==> src/rtl/dmem_arb_pkg.sv <==
// Shared encodings for the data-memory arbiter: FSM states and owner IDs.
// Latency: n/a.  Backpressure: n/a.
package dmem_arb_pkg;

  typedef enum logic [1:0] {
    ST_IDLE = 2'd0,
    ST_OWN0 = 2'd1,
    ST_OWN1 = 2'd2
  } arb_state_t;

  localparam logic OWNER_M0 = 1'b0;
  localparam logic OWNER_M1 = 1'b1;

endpackage

==> src/rtl/dmem_arb_resp.sv <==
// Per-port read-return register: captures dmem read data at the end of a granted read.
// Latency: 1 cycle after the grant.  Backpressure: none; the requester must accept rvalid.
module dmem_arb_resp #(
  parameter int DW = 32
) (
  input  logic          clk,
  input  logic          reset,
  input  logic          capture,
  input  logic [DW-1:0] mem_rdata,
  output logic [DW-1:0] rdata,
  output logic          rvalid
);

  always_ff @(posedge clk or negedge reset) begin
    if (!reset) begin
      rdata  <= '0;
      rvalid <= 1'b0;
    end else begin
      rvalid <= capture;
      if (capture) rdata <= mem_rdata;
    end
  end

endmodule

==> src/rtl/dmem_arbiter.sv <==
// Two-port round-robin arbiter (core = port 0, loader = port 1) in front of one dmem port.
// Latency: grant same cycle as req, read data 1 cycle later.  Backpressure: req held until gnt.
module dmem_arbiter
  import dmem_arb_pkg::*;
#(
  parameter int AW        = 32,
  parameter int DW        = 32,
  parameter int MAX_BURST = 4
) (
  input  logic          clk,
  input  logic          reset,
  input  logic          m0_req,
  input  logic          m0_we,
  input  logic [AW-1:0] m0_addr,
  input  logic [DW-1:0] m0_wdata,
  output logic          m0_gnt,
  output logic [DW-1:0] m0_rdata,
  output logic          m0_rvalid,
  input  logic          m1_req,
  input  logic          m1_we,
  input  logic [AW-1:0] m1_addr,
  input  logic [DW-1:0] m1_wdata,
  output logic          m1_gnt,
  output logic [DW-1:0] m1_rdata,
  output logic          m1_rvalid,
  output logic          mem_we,
  output logic [AW-1:0] mem_addr,
  output logic [DW-1:0] mem_wdata,
  input  logic [DW-1:0] mem_rdata
);

  localparam int BW = $clog2(MAX_BURST + 1);
  localparam logic [BW-1:0] BURST_MAX = BW'(MAX_BURST);

  arb_state_t    state;
  logic          last_owner;
  logic [BW-1:0] burst_cnt;
  logic          gnt0;
  logic          gnt1;

  // Grants are forced low during reset so an in-flight write never reaches dmem.
  always_comb begin
    gnt0 = 1'b0;
    gnt1 = 1'b0;
    if (reset) begin
      case (state)
        ST_OWN0: begin
          if (m0_req && (!m1_req || burst_cnt < BURST_MAX)) gnt0 = 1'b1;
          else if (m1_req)                                 gnt1 = 1'b1;
        end
        ST_OWN1: begin
          if (m1_req && (!m0_req || burst_cnt < BURST_MAX)) gnt1 = 1'b1;
          else if (m0_req)                                 gnt0 = 1'b1;
        end
        default: begin
          if (m0_req && m1_req) begin
            if (last_owner == OWNER_M1) gnt0 = 1'b1;
            else                        gnt1 = 1'b1;
          end else begin
            gnt0 = m0_req;
            gnt1 = m1_req;
          end
        end
      endcase
    end
  end

  always_ff @(posedge clk or negedge reset) begin
    if (!reset) begin
      state      <= ST_IDLE;
      last_owner <= OWNER_M1;
      burst_cnt  <= '0;
    end else if (gnt0 || gnt1) begin
      last_owner <= gnt1 ? OWNER_M1 : OWNER_M0;
      state      <= gnt1 ? ST_OWN1 : ST_OWN0;
      // A continuing owner extends its run; any hand-over restarts the run at one.
      if ((gnt0 && state == ST_OWN0) || (gnt1 && state == ST_OWN1))
        burst_cnt <= (burst_cnt == BURST_MAX) ? burst_cnt : burst_cnt + BW'(1);
      else
        burst_cnt <= BW'(1);
    end else begin
      state     <= ST_IDLE;
      burst_cnt <= '0;
    end
  end

  always_comb begin
    mem_we    = 1'b0;
    mem_addr  = '0;
    mem_wdata = '0;
    if (gnt0) begin
      mem_we    = m0_we;
      mem_addr  = m0_addr;
      mem_wdata = m0_wdata;
    end else if (gnt1) begin
      mem_we    = m1_we;
      mem_addr  = m1_addr;
      mem_wdata = m1_wdata;
    end
  end

  assign m0_gnt = gnt0;
  assign m1_gnt = gnt1;

  dmem_arb_resp #(.DW(DW)) u_resp0 (
    .clk       (clk),
    .reset     (reset),
    .capture   (gnt0 & ~m0_we),
    .mem_rdata (mem_rdata),
    .rdata     (m0_rdata),
    .rvalid    (m0_rvalid)
  );

  dmem_arb_resp #(.DW(DW)) u_resp1 (
    .clk       (clk),
    .reset     (reset),
    .capture   (gnt1 & ~m1_we),
    .mem_rdata (mem_rdata),
    .rdata     (m1_rdata),
    .rvalid    (m1_rvalid)
  );

endmodule

==> config.mk <==
export PLATFORM = sky130hd
export DESIGN_NAME = dmem_arbiter
export DESIGN_NICKNAME = d
export VERILOG_FILES = /design/src/rtl/dmem_arb_pkg.sv /design/src/rtl/dmem_arb_resp.sv /design/src/rtl/dmem_arbiter.sv
export SDC_FILE = /design/constraint.sdc
export NUM_CORES = 1
export LEC_CHECK = 0
export ABC_AREA = 1
export CELL_PAD_IN_SITES_DETAIL_PLACEMENT = 1
export CELL_PAD_IN_SITES_GLOBAL_PLACEMENT = 2
export CORE_MARGIN = 2
export CORE_UTILIZATION = 18
export DETAILED_ROUTE_END_ITERATION = 10
export PLACE_DENSITY_LB_ADDON = 0.1
export RECOVER_POWER = 25
export SLEW_MARGIN = 20
export SYNTH_ARGS = -nofsm -noshare
export SYNTH_HDL_FRONTEND = slang
export SYNTH_HIERARCHICAL = 1
export SYNTH_SLANG_ARGS = --single-unit
==> constraint.sdc <==
create_clock -name clk -period 4.13 [get_ports clk]
set_clock_uncertainty 0.15 [all_clocks]
set_input_delay 0.6195 -clock clk [delete_from_list [all_inputs] [get_ports clk]]
set_output_delay 0.6195 -clock clk [all_outputs]
set_load 0.1 [all_outputs]
Figure 1. Gate families picked out.
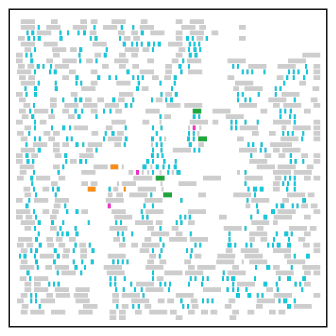
family	colour	cells
adder and majority cells	green	4
NOR gates	orange	3
inverting AOI/OAI gates	magenta	3
NAND gates	cyan	419

Figure 2. Placed cells, one colour a class.
The bar under the picture is 50 um long. Fill, decap, tap and diode cells in grey.
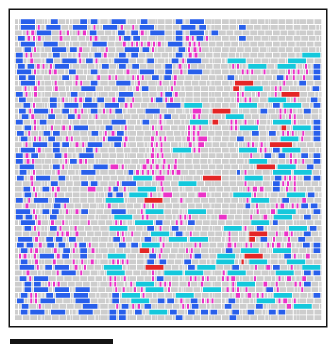
class	colour	cells	share of their area
other buffers and delay cells	blue	306	48%
clock drivers and dummy loads	red	16	4.0%
flip-flops	cyan	72	23%
all other logic	magenta	447	24%

Figure 3. Cell sizes after repair.
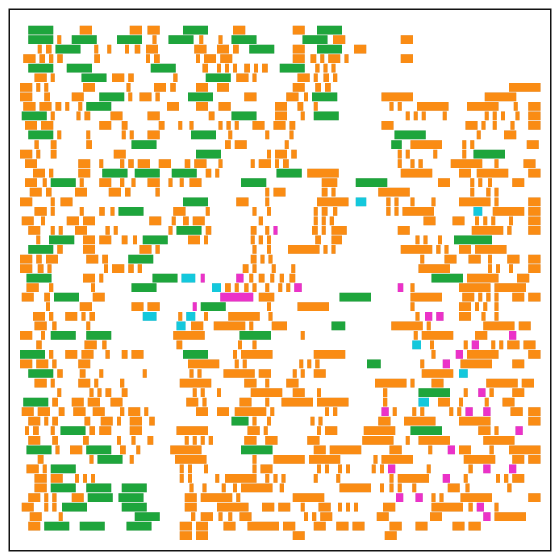
size	colour	cells
drive 1 or less	orange	721
drive 2	magenta	27
drive 3 to 4	cyan	10
drive 6 and up	green	83
post-route cell area: 8098 um^2
Setup WS post-layout: 555.7 ps
Non-clk bufs: 306
P&R area growth vs syn: 100.1%

Figure 4. Clock wiring as the flow saved it.
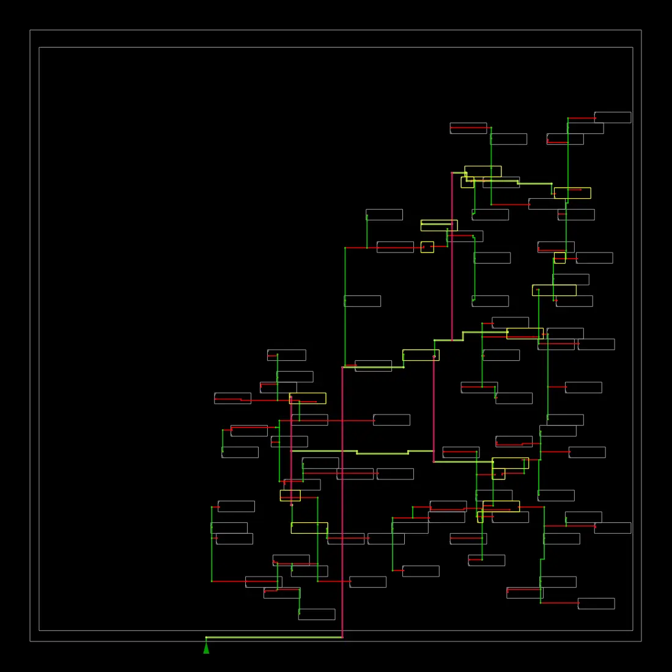
final-layout clock buffer total: 11
clock sinks: 72
clk latency late pin: 340 ps

==> summary.txt <==
Status: finished, violations left
Violated checks: max-capacitance violations, max-slew violations
Clk slew on worst S/H paths: 50 ps
Dominant cell area share: 43.89%
Vias per cell: 4.186
Sequential cells: 72
Biggest regs: u_resp0/rdata x32, u_resp1/rdata x32, burst_cnt x3
GR Layer Usage met3: 6.370%
Post-CTS setup repair buffer count: 0
Net count, final: 1006
Peak fanout along the critical path: 44
Register area share after synthesis: 44.54%
IO Port Bufs: 298
First drt pass iteration count: 4
# setup viols final: 0
Reg area: 1803 um^2
Yosys cell count: 554
WHS: 323.5 ps
Met1 Use GR: 16.79%
GRT Max-Usage Layer: met2
Die Area: 23700 um^2
Crit share post-route: 86.55%
Die width: 154.0 um
Worst Reg-to-Reg Cells: 12
Init Core Util: 18.43%
Final min period: 3574 ps
Vias in the first global route: 5158
CP Data Arrival Time: 2800 ps
Cell Type Count: 18
Max-slew headroom: -21.26%
DR iter-0 viols: 125
Syn Nets: 724
Met3 WL: 1.672 mm
Registers, synthesis: 72
Max cap viols: 1
Pins Over Slew Limit: 70
Met2 Use GR: 29.43%
Flop2flop setup slack: 1670 ps
Setup TNS: 0 ps
First-pass GRT wire length: 29.10 mm
-- metrics by stage --
stage	worst slack [ps]	instance area, um^2	cells
detailed placement	608.7	7779	1104
floorplan	603.0	4048	554
CTS	592.6	8095	1121
global placement	663.2	7779	1104
finish	555.7	8098	1123
global route	332.9	8095	1122
-- cells in the mapped netlist --
| library cell | number |
|---|---|
| nor2_1 | 3 |
| buf_12 | 2 |
| inv_8 | 2 |
| o21ai_0 | 2 |
| dfrtp_1 | 71 |
| buf_6 | 16 |
| inv_2 | 3 |
| nand2_2 | 22 |
| nand2_1 | 325 |
| dfstp_2 | 1 |
| clkbuf_8 | 6 |
| inv_1 | 12 |
| a21oi_1 | 1 |
| xor2_1 | 1 |
| buf_4 | 2 |
| buf_2 | 9 |
| nand3_1 | 72 |
| ha_1 | 4 |
-- cells by family (layout without fill, tap and decap cells) --
kind of cell	Yosys count	after routing	synth area share (%)
other cells	0	2	0
compound gates	3	3	0.3708
simple gates	422	422	42.72
flops	72	72	44.54
xor+xnor	1	1	0.2164
buf+inv	52	339	10.91
fa+ha+maj	4	4	1.237
-- worst max-delay path by stage --
stage | from | end | cells after the start
after floorplan | m1_req | mem_we | 9
after global placement | m1_req | mem_wdata[29] | 11
after detailed placement | m1_req | mem_wdata[14] | 11
after CTS | m1_req | mem_wdata[14] | 11
after global routing | m0_req | mem_addr[13] | 12
final | m0_req | mem_wdata[21] | 12
-- worst max-delay path, stage by stage --
cell,delay (ps)
dlygate4sd3_1,600
inv_1,70
nand2_1,70
nand3_1,90
nand2_1,50
inv_1,70
nand2_2,100
inv_2,390
buf_12,290
nand3_1,110
nand2_1,140
buf_12,180
